## src/rtl/fetch_queue.sv

```systemverilog
// Instruction prefetch FIFO of {instr, pc} between fetch and FD; optional FETCH_QUEUE_BYPASS_EN fall-through.
// Latency: 1 cycle empty-to-head (0 cycles with FETCH_QUEUE_BYPASS_EN when empty and ready_i is high).
// Backpressure: ready_o deasserts when full, from state only; flush_i drops everything, including a same-cycle offer.
module fetch_queue #(
    parameter int DEPTH   = 4,
    parameter int PC_W    = 64,
    parameter int INSTR_W = 32
) (
    input  logic                       clk_i,
    input  logic                       reset_i,
    input  logic                       flush_i,
    input  logic [INSTR_W-1:0]         instr_i,
    input  logic [PC_W-1:0]            pc_i,
    input  logic                       valid_i,
    output logic                       ready_o,
    output logic [INSTR_W-1:0]         instr_o,
    output logic [PC_W-1:0]            pc_o,
    output logic                       valid_o,
    input  logic                       ready_i,
    output logic [$clog2(DEPTH+1)-1:0] count_o
);
    localparam int PTR_W = $clog2(DEPTH);
    localparam int CNT_W = $clog2(DEPTH+1);
    localparam logic [INSTR_W-1:0] NOP = INSTR_W'(32'h0000_0013);

    typedef struct packed {
        logic [INSTR_W-1:0] instr;
        logic [PC_W-1:0]    pc;
    } entry_t;

    entry_t             mem [DEPTH];
    logic [PTR_W-1:0]   wrPtr;
    logic [PTR_W-1:0]   rdPtr;
    logic [CNT_W-1:0]   count;
    logic               notEmpty;
    logic               bypass;
    logic               enqFire;
    logic               deqFire;
    entry_t             head;

    assign notEmpty = (count != '0);
    assign head     = mem[rdPtr];

`ifdef FETCH_QUEUE_BYPASS_EN
    // Empty queue with a consumer waiting: hand the fetch straight through, never stored.
    assign bypass = ~notEmpty & valid_i & ready_i & ~flush_i;
`else
    assign bypass = 1'b0;
`endif

    assign ready_o = (count != CNT_W'(DEPTH));
    assign valid_o = bypass | (notEmpty & ~flush_i);

    always_comb begin
        instr_o = NOP;
        pc_o    = '0;
        if (bypass) begin
            instr_o = instr_i;
            pc_o    = pc_i;
        end else if (notEmpty) begin
            instr_o = head.instr;
            pc_o    = head.pc;
        end
    end

    assign enqFire = valid_i & ready_o & ~flush_i & ~bypass;
    assign deqFire = valid_o & ready_i & ~bypass;

    always_ff @(posedge clk_i or posedge reset_i) begin
        if (reset_i) begin
            wrPtr <= '0;
            rdPtr <= '0;
            count <= '0;
        end else if (flush_i) begin
            wrPtr <= '0;
            rdPtr <= '0;
            count <= '0;
        end else begin
            if (enqFire) wrPtr <= wrPtr + PTR_W'(1);
            if (deqFire) rdPtr <= rdPtr + PTR_W'(1);
            if (enqFire && !deqFire)      count <= count + CNT_W'(1);
            else if (deqFire && !enqFire) count <= count - CNT_W'(1);
        end
    end

    // Storage is not reset; count gates every read.
    always_ff @(posedge clk_i) begin
        if (enqFire) mem[wrPtr] <= '{instr: instr_i, pc: pc_i};
    end

    assign count_o = count;
endmodule
```

## config.mk

```make
export PLATFORM = sky130hd
export DESIGN_NAME = fetch_queue
export DESIGN_NICKNAME = d
export VERILOG_FILES = /design/src/rtl/fetch_queue.sv
export SDC_FILE = /design/constraint.sdc
export NUM_CORES = 1
export LEC_CHECK = 0
export ABC_AREA = 1
export CAP_MARGIN = 5
export CORE_AREA = 2 2 170 172
export CTS_CLUSTER_DIAMETER = 80
export DETAILED_ROUTE_END_ITERATION = 10
export DIE_AREA = 0 0 172 174
export PLACE_DENSITY = 0.84
export SETUP_SLACK_MARGIN = 0.2
export SYNTH_ARGS = -nofsm -noshare
export SYNTH_HDL_FRONTEND = slang
export SYNTH_SLANG_ARGS = --single-unit
```

## constraint.sdc

```tcl
create_clock -name clk_i -period 7.03 [get_ports clk_i]
set_clock_uncertainty 0.1 [all_clocks]
set_input_delay 1.406 -clock clk_i [delete_from_list [all_inputs] [get_ports clk_i]]
set_output_delay 1.406 -clock clk_i [all_outputs]
set_load 0.005 [all_outputs]
```

Fig. 1: run 1, supply network
Drawn at 2 px/um. Pins as bars on the die edge. Tap cells in grey.
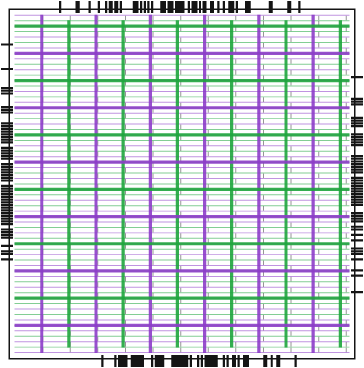
green -> VDD
purple -> VSS
met5 straps = 12
met4 straps = 12

Fig. 2: run 1, M3 wires
Drawn at 1.5 px/um.
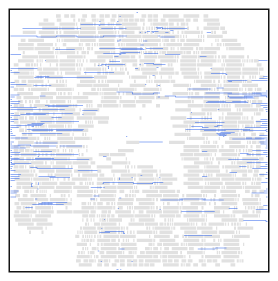
share of all routed wire = 6.5%
longest straight run = 51.5 um
nets with wire on the layer = 178
wire length on this layer = 2200 um

Fig. 3: run 1, routed metal, one colour a layer
Drawn at 2 px/um.
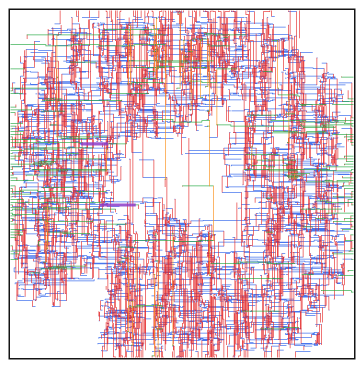
orange -> M4  # wire length 864 um
purple -> M5  # wire length 28.5 um
green -> M3  # wire length 2200 um
blue -> M1  # wire length 13300 um
red -> M2  # wire length 17600 um

==> results_dict.tcl, run 1 <==
# collected from the flow reports
set metrics [dict create \
    ctsHoldBuffers 0 \
    place_congestion 0.796 \
    dieHeight_um 174 \
    grt_setup_unrepaired "false" \
    die_w_um 172 \
    power_per_cell_area_nw_per_um2 373 \
    ioPinCount 202 \
    cp-startpoint "rdPtr[1]" \
    num-nonclk-inverters 17 \
    cts_buffers 40 \
    startpoint_type "flop" \
    drv_slew 0 \
    grt_usage_pct 22.7 \
    wirelength_um 34000 \
    run_status "finished clean" \
    period_used_pct 77.5 \
    rr_endpoint "rdPtr[1]" \
    comb_area_share_pct 16.8 \
    syn-instance-count 1192 \
    ys_seq_share_pct 76.6 \
    fa_ha_area_share_pct 0.458 \
    aoi_share_pct 9.64 \
    powerComb_w 0.00226 \
    post-route-drc-count 0 \
    critPathCapture "instr_o[18]" \
    lay_top_count "nor2_1" \
    setup-violations-final 0 \
    final-nonclk-buf-share_pct 11.4 \
    wl_met1_um 13300 \
    post_cts_resize_count 0 \
    largest_reg_flops 384 \
    cp_num_buf_inv 3 \
    max-vdd-ir-drop_mv 0.254 \
    antenna_left 0 \
    clock_path_buffers 3 \
    largest_cell_class "sequential cells" \
    rows 62 \
    synth_area_um2 15300 \
    leakage_nw 6.30 \
    grt_pass1_wl_um 52500 \
    grt_max_degree 105 \
    logic_gates 711 \
    crit_chain "clkinv_2 -> buf_4 -> nor2_1 -> o21ai_0 -> a21oi_1 -> clkdlybuf4s50_1" \
    finalHoldViolCount 0 \
    simple_gate_area_share_pct 10.2 \
    initCoreUtil_pct 54.1 \
    totalPowerFinal_w 0.00701 \
    nClkBuffers 52 \
    met2_usage_pct 39.6 \
    use_met1_pct 28.6 \
    nets 1483 \
    core_um2 28200 \
    top_layer_used "met5" \
    synth_nets 1298 \
    dr.pass1.iters 5 \
    insertion_delay_ps 500 \
    cts_tree "built" \
    drive_gt1_share_pct 5.76 \
    area.sequential_um2 11700 \
    signal_buffers 216 \
    regToRegStartpoint "rdPtr[1]" \
    setup_ws_ps 1580 \
    hold_depth 2 \
    busiest_layer "met2" \
    max_stage_delay_ps 810 \
    pg_clk_w 0.00197 \
    cp_top_family "buffers and inverters" \
    wl_met2_um 17600 \
]
[run 1: cells in the mapped netlist]
cell	instances	area, um2
nor2_1	391	1470
nand2_1	12	45.0
buf_6	3	33.8
ha_1	4	50.1
o311ai_1	1	8.76
nand3_1	7	35.0
xnor2_1	1	8.76
edfxtp_1	384	11500
fa_1	1	20.0
clkbuf_1	27	101
a31oi_1	1	6.26
buf_4	22	165
o21ai_1	10	50.1
dfrtp_1	7	175
a21oi_1	93	465
nor2_2	1	6.26
o21ai_0	185	926
inv_2	2	7.51
o311ai_0	2	17.5
nand2_2	2	12.5
buf_2	17	85.1
buf_1	4	15.0
inv_1	15	56.3
[run 1: through the flow]
stage,instance area (um2),hold WS (ps)
detailed placement,17600,508
floorplan,15300,474
global placement,17600,493
CTS,18800,516
global route,18800,565
finish,18800,512
Fig. 4: run 1, the metal 2 layer
Drawn at 1.5 px/um.
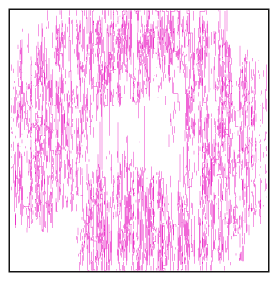

==> run 1 -> run 2 <==
clock period = 5.2 ns   (was 7.03 ns; I/O delays follow)
Fig. 5: run 2, the metal 2 layer
Drawn at 1.5 px/um.
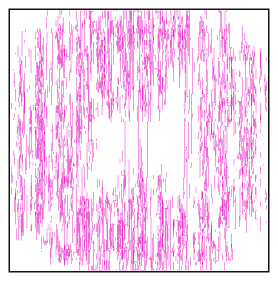
main direction = vertical
longest straight run = 53.4 um
share of all routed wire = 51%
nets with wire on the layer = 1150
wire length on this layer = 16800 um

Fig. 6: run 2, supply network
Drawn at 2 px/um. Pins as bars on the die edge. Tap cells in grey.
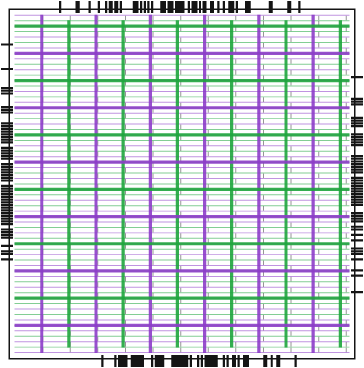
purple -> VSS
green -> VDD
met1 rails = 63
signal pins = 202

==> run 2 against run 1 <==
Combinational power is 37% higher. Via count is 1.1% lower. Worst setup slack worse by 510 ps. Non-clock buffer count is 2 higher. Sequential share of layout area is 0.28 points lower. Critical path depth is 1 lower. Core utilization is 0.30 points higher. Area after synthesis stayed put. Global-route usage is 0.59 points lower. Critical path type unchanged. Critical endpoint is now instr_o[5]. Largest cell class unchanged.
==> results_dict.tcl, run 2 <==
# collected from the flow reports
set metrics [dict create \
    setup-violations-final 0 \
    num-nonclk-inverters 17 \
    crit_chain "inv_4 -> buf_12 -> o21ai_0 -> a21oi_1 -> clkdlybuf4s50_1" \
    finalHoldViolCount 0 \
    place_congestion 0.764 \
    nClkBuffers 49 \
    met2_usage_pct 38.9 \
    wl_met2_um 16800 \
    cp_num_buf_inv 3 \
    grt_setup_unrepaired "false" \
    startpoint_type "flop" \
    signal_buffers 218 \
    wirelength_um 32900 \
    core_um2 28200 \
    grt_usage_pct 22.1 \
    busiest_layer "met2" \
    synth_area_um2 15300 \
    power_per_cell_area_nw_per_um2 505 \
    dieHeight_um 174 \
    rr_endpoint "mem[1][28]" \
    hold_depth 2 \
    area.sequential_um2 11700 \
    setup_ws_ps 1060 \
    ioPinCount 202 \
    powerComb_w 0.00310 \
    synth_nets 1298 \
    die_w_um 172 \
    totalPowerFinal_w 0.00953 \
    area_leaders "edfxtp_1, nor2_1, o21ai_0" \
    max_stage_delay_ps 700 \
    max-vdd-ir-drop_mv 0.293 \
    dr.pass1.iters 5 \
    comb_area_share_pct 16.7 \
    period_used_pct 79.5 \
    leakage_nw 6.33 \
    largest_cell_class "sequential cells" \
    largest_reg_flops 384 \
    run_status "finished clean" \
    grt_max_degree 97 \
    insertion_delay_ps 500 \
    edf_count 384 \
    synthFlopType "edfxtp_1" \
    netlist.area_leader.share_pct 75.4 \
    async_reset_ff_share_pct 1.79 \
    cp-startpoint "rdPtr[0]" \
    clock_path_buffers 3 \
]
Fig. 7: run 2, clock nets
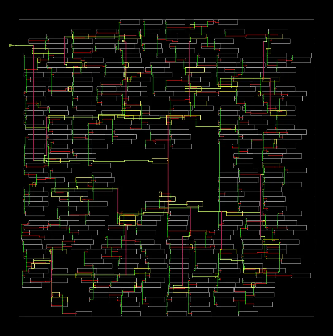
clk pwr: 0.00269 W
cts bufs inserted: 39
CTS sink count: 391
flip-flops: 391

run 2: cell counts after synthesis:
Identical to the previous run, type by type.
run 2: cell families (layout without fill, tap and decap cells):
group           count (synthesis)  after routing  synth area share (%)
flops                         391            391                  76.6
simple gates                  413            413                  10.2
xor+xnor                        1              1                0.0573
buf+inv                        90            303                  3.04
fa+ha+maj                       5              5                 0.458
compound gates                292            292                  9.64
run 2: stage by stage:
stage               instances  area (um2)  TNS, ps  utilization [%]
global placement         1721       17600        0             62.4
floorplan                1192       15300  -302210                -
global route             1789       18900        0             66.8
detailed placement       1721       17600        0             62.4
CTS                      1789       18900        0             66.8
finish                   1789       18900        0             66.8
Fig. 8: run 2, routed metal, one colour a layer
Drawn at 2 px/um.
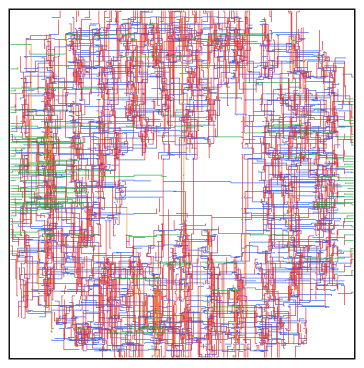

==> run 2 -> run 3 <==
CORE_AREA = 2 2 178 180   (was 2 2 170 172)
DIE_AREA = 0 0 180 182   (was 0 0 172 174)
PLACE_DENSITY = 0.81   (was 0.84)
clock period = 3.3 ns   (was 5.2 ns; I/O delays follow)
Fig. 9: run 3, routed metal, one colour a layer
Drawn at 2 px/um.
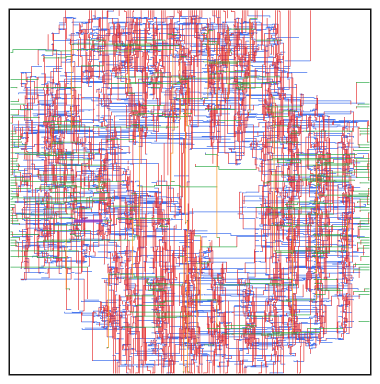
green -> M3  # wire length 3280 um
red -> M2  # wire length 19500 um
blue -> M1  # wire length 14300 um
orange -> M4  # wire length 1030 um
purple -> M5  # wire length 12.9 um

Fig. 10: run 3, M3 wires
Drawn at 1.5 px/um.
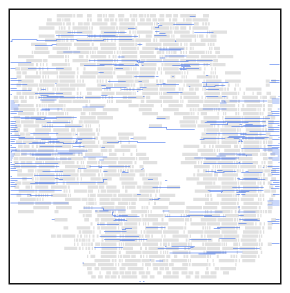
share of all routed wire = 8.6%
wire length on this layer = 3280 um
main direction = horizontal

==> run 3 against run 2 <==
Synthesized cell count did not move. Final area is 6.0% higher. Clock power increased by 72%. Sequential power rose by 56%. First-iteration DRC count up 38%. Via count is 5.7% higher. Final cell count is 3.1% higher. Non-clock buffer count is 33 higher. Register-to-register slack worse by 1800 ps. Largest cell class unchanged. Highest routed layer is now met5.
==> results_dict.tcl, run 3 <==
# collected from the flow reports
set metrics [dict create \
    syn-instance-count 1192 \
    drive_gt1_share_pct 9.30 \
    rr_endpoint "count_o[2]" \
    lay_top_count "nor2_1" \
    ioPinCount 202 \
    hold_ws_ps 328 \
    grt_usage_pct 21.6 \
    wirelength_um 38200 \
    initCoreUtil_pct 49.3 \
    pg_clk_w 0.00463 \
    clock_path_buffers 3 \
    dpl-instance-area_um2 17800 \
    area.sequential_um2 11700 \
    powerComb_w 0.00568 \
    seq_cells 391 \
    max-vdd-ir-drop_mv 0.494 \
    most_common_cell "nor2_1" \
    period_used_pct 97.5 \
    nets 1517 \
    core_um2 31000 \
    dr.pass1.iters 6 \
    largest_cell_class "sequential cells" \
    nClkBuffers 49 \
    num-nonclk-inverters 17 \
    placedCellCount 1744 \
    die_w_um 180 \
    cp-startpoint "rdPtr[0]" \
    cts_buffers 39 \
    ys_seq_share_pct 76.6 \
    cp_top_family "buffers and inverters" \
    common_cells "nor2_1, edfxtp_1, o21ai_0" \
    leakage_nw 7.48 \
    finalHoldViolCount 0 \
    use_met1_pct 27.6 \
    async_reset_ff_share_pct 1.79 \
    busiest_layer "met2" \
    edf_count 384 \
    cts_sinks 391 \
    post-route-drc-count 0 \
    comb_area_share_pct 15.9 \
    max_stage_delay_ps 540 \
    regToRegStartpoint "count_o[1]" \
    synth_area_um2 15300 \
    signal_buffers 251 \
    synthFlopType "edfxtp_1" \
    run_status "finished clean" \
    synth_nets 1298 \
    cts_tree "built" \
    power_per_cell_area_nw_per_um2 809 \
]
Fig. 11: run 3, supply network
Drawn at 2 px/um. Pins as bars on the die edge. Tap cells in grey.
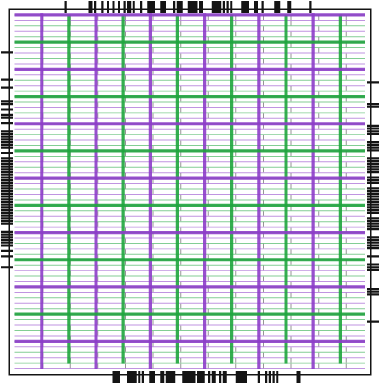
green -> VDD
purple -> VSS
met5 straps = 13
tap cells = 402
signal pins = 202
met4 straps = 12

==> run 3: cells by family after synthesis <==
group / synth area share [%]
buffers and inverters: 3.04
xor gates and xnor gates: 0.0573
DFF: 76.6
AOI/OAI and AO/OA: 9.64
adders and majority gates: 0.458
and+or+nand+nor: 10.2
==> run 3: routing by layer <==
layer / vias to the layer above / share of wire [%]
met5: - / 0.031
met4: 2 / 2.7
met3: 69 / 8.6
met2: 531 / 51
met1: 4996 / 38
li1: 4680 / -
==> run 3: metrics by stage <==
stage	TNS (ps)	setup WS, ps	util (%)	total power, W
after CTS	0	82.5	63.3	0.0160
final	0	81.8	64.5	0.0162
after floorplan	-291150	-758	-	0.00840
after global placement	0	539	57.4	0.0109
after detailed placement	0	506	57.4	0.0110
after global routing	-9.90	-9.90	64.5	0.0168
Power figures rest on the tool's default switching activity, not on a simulated workload.
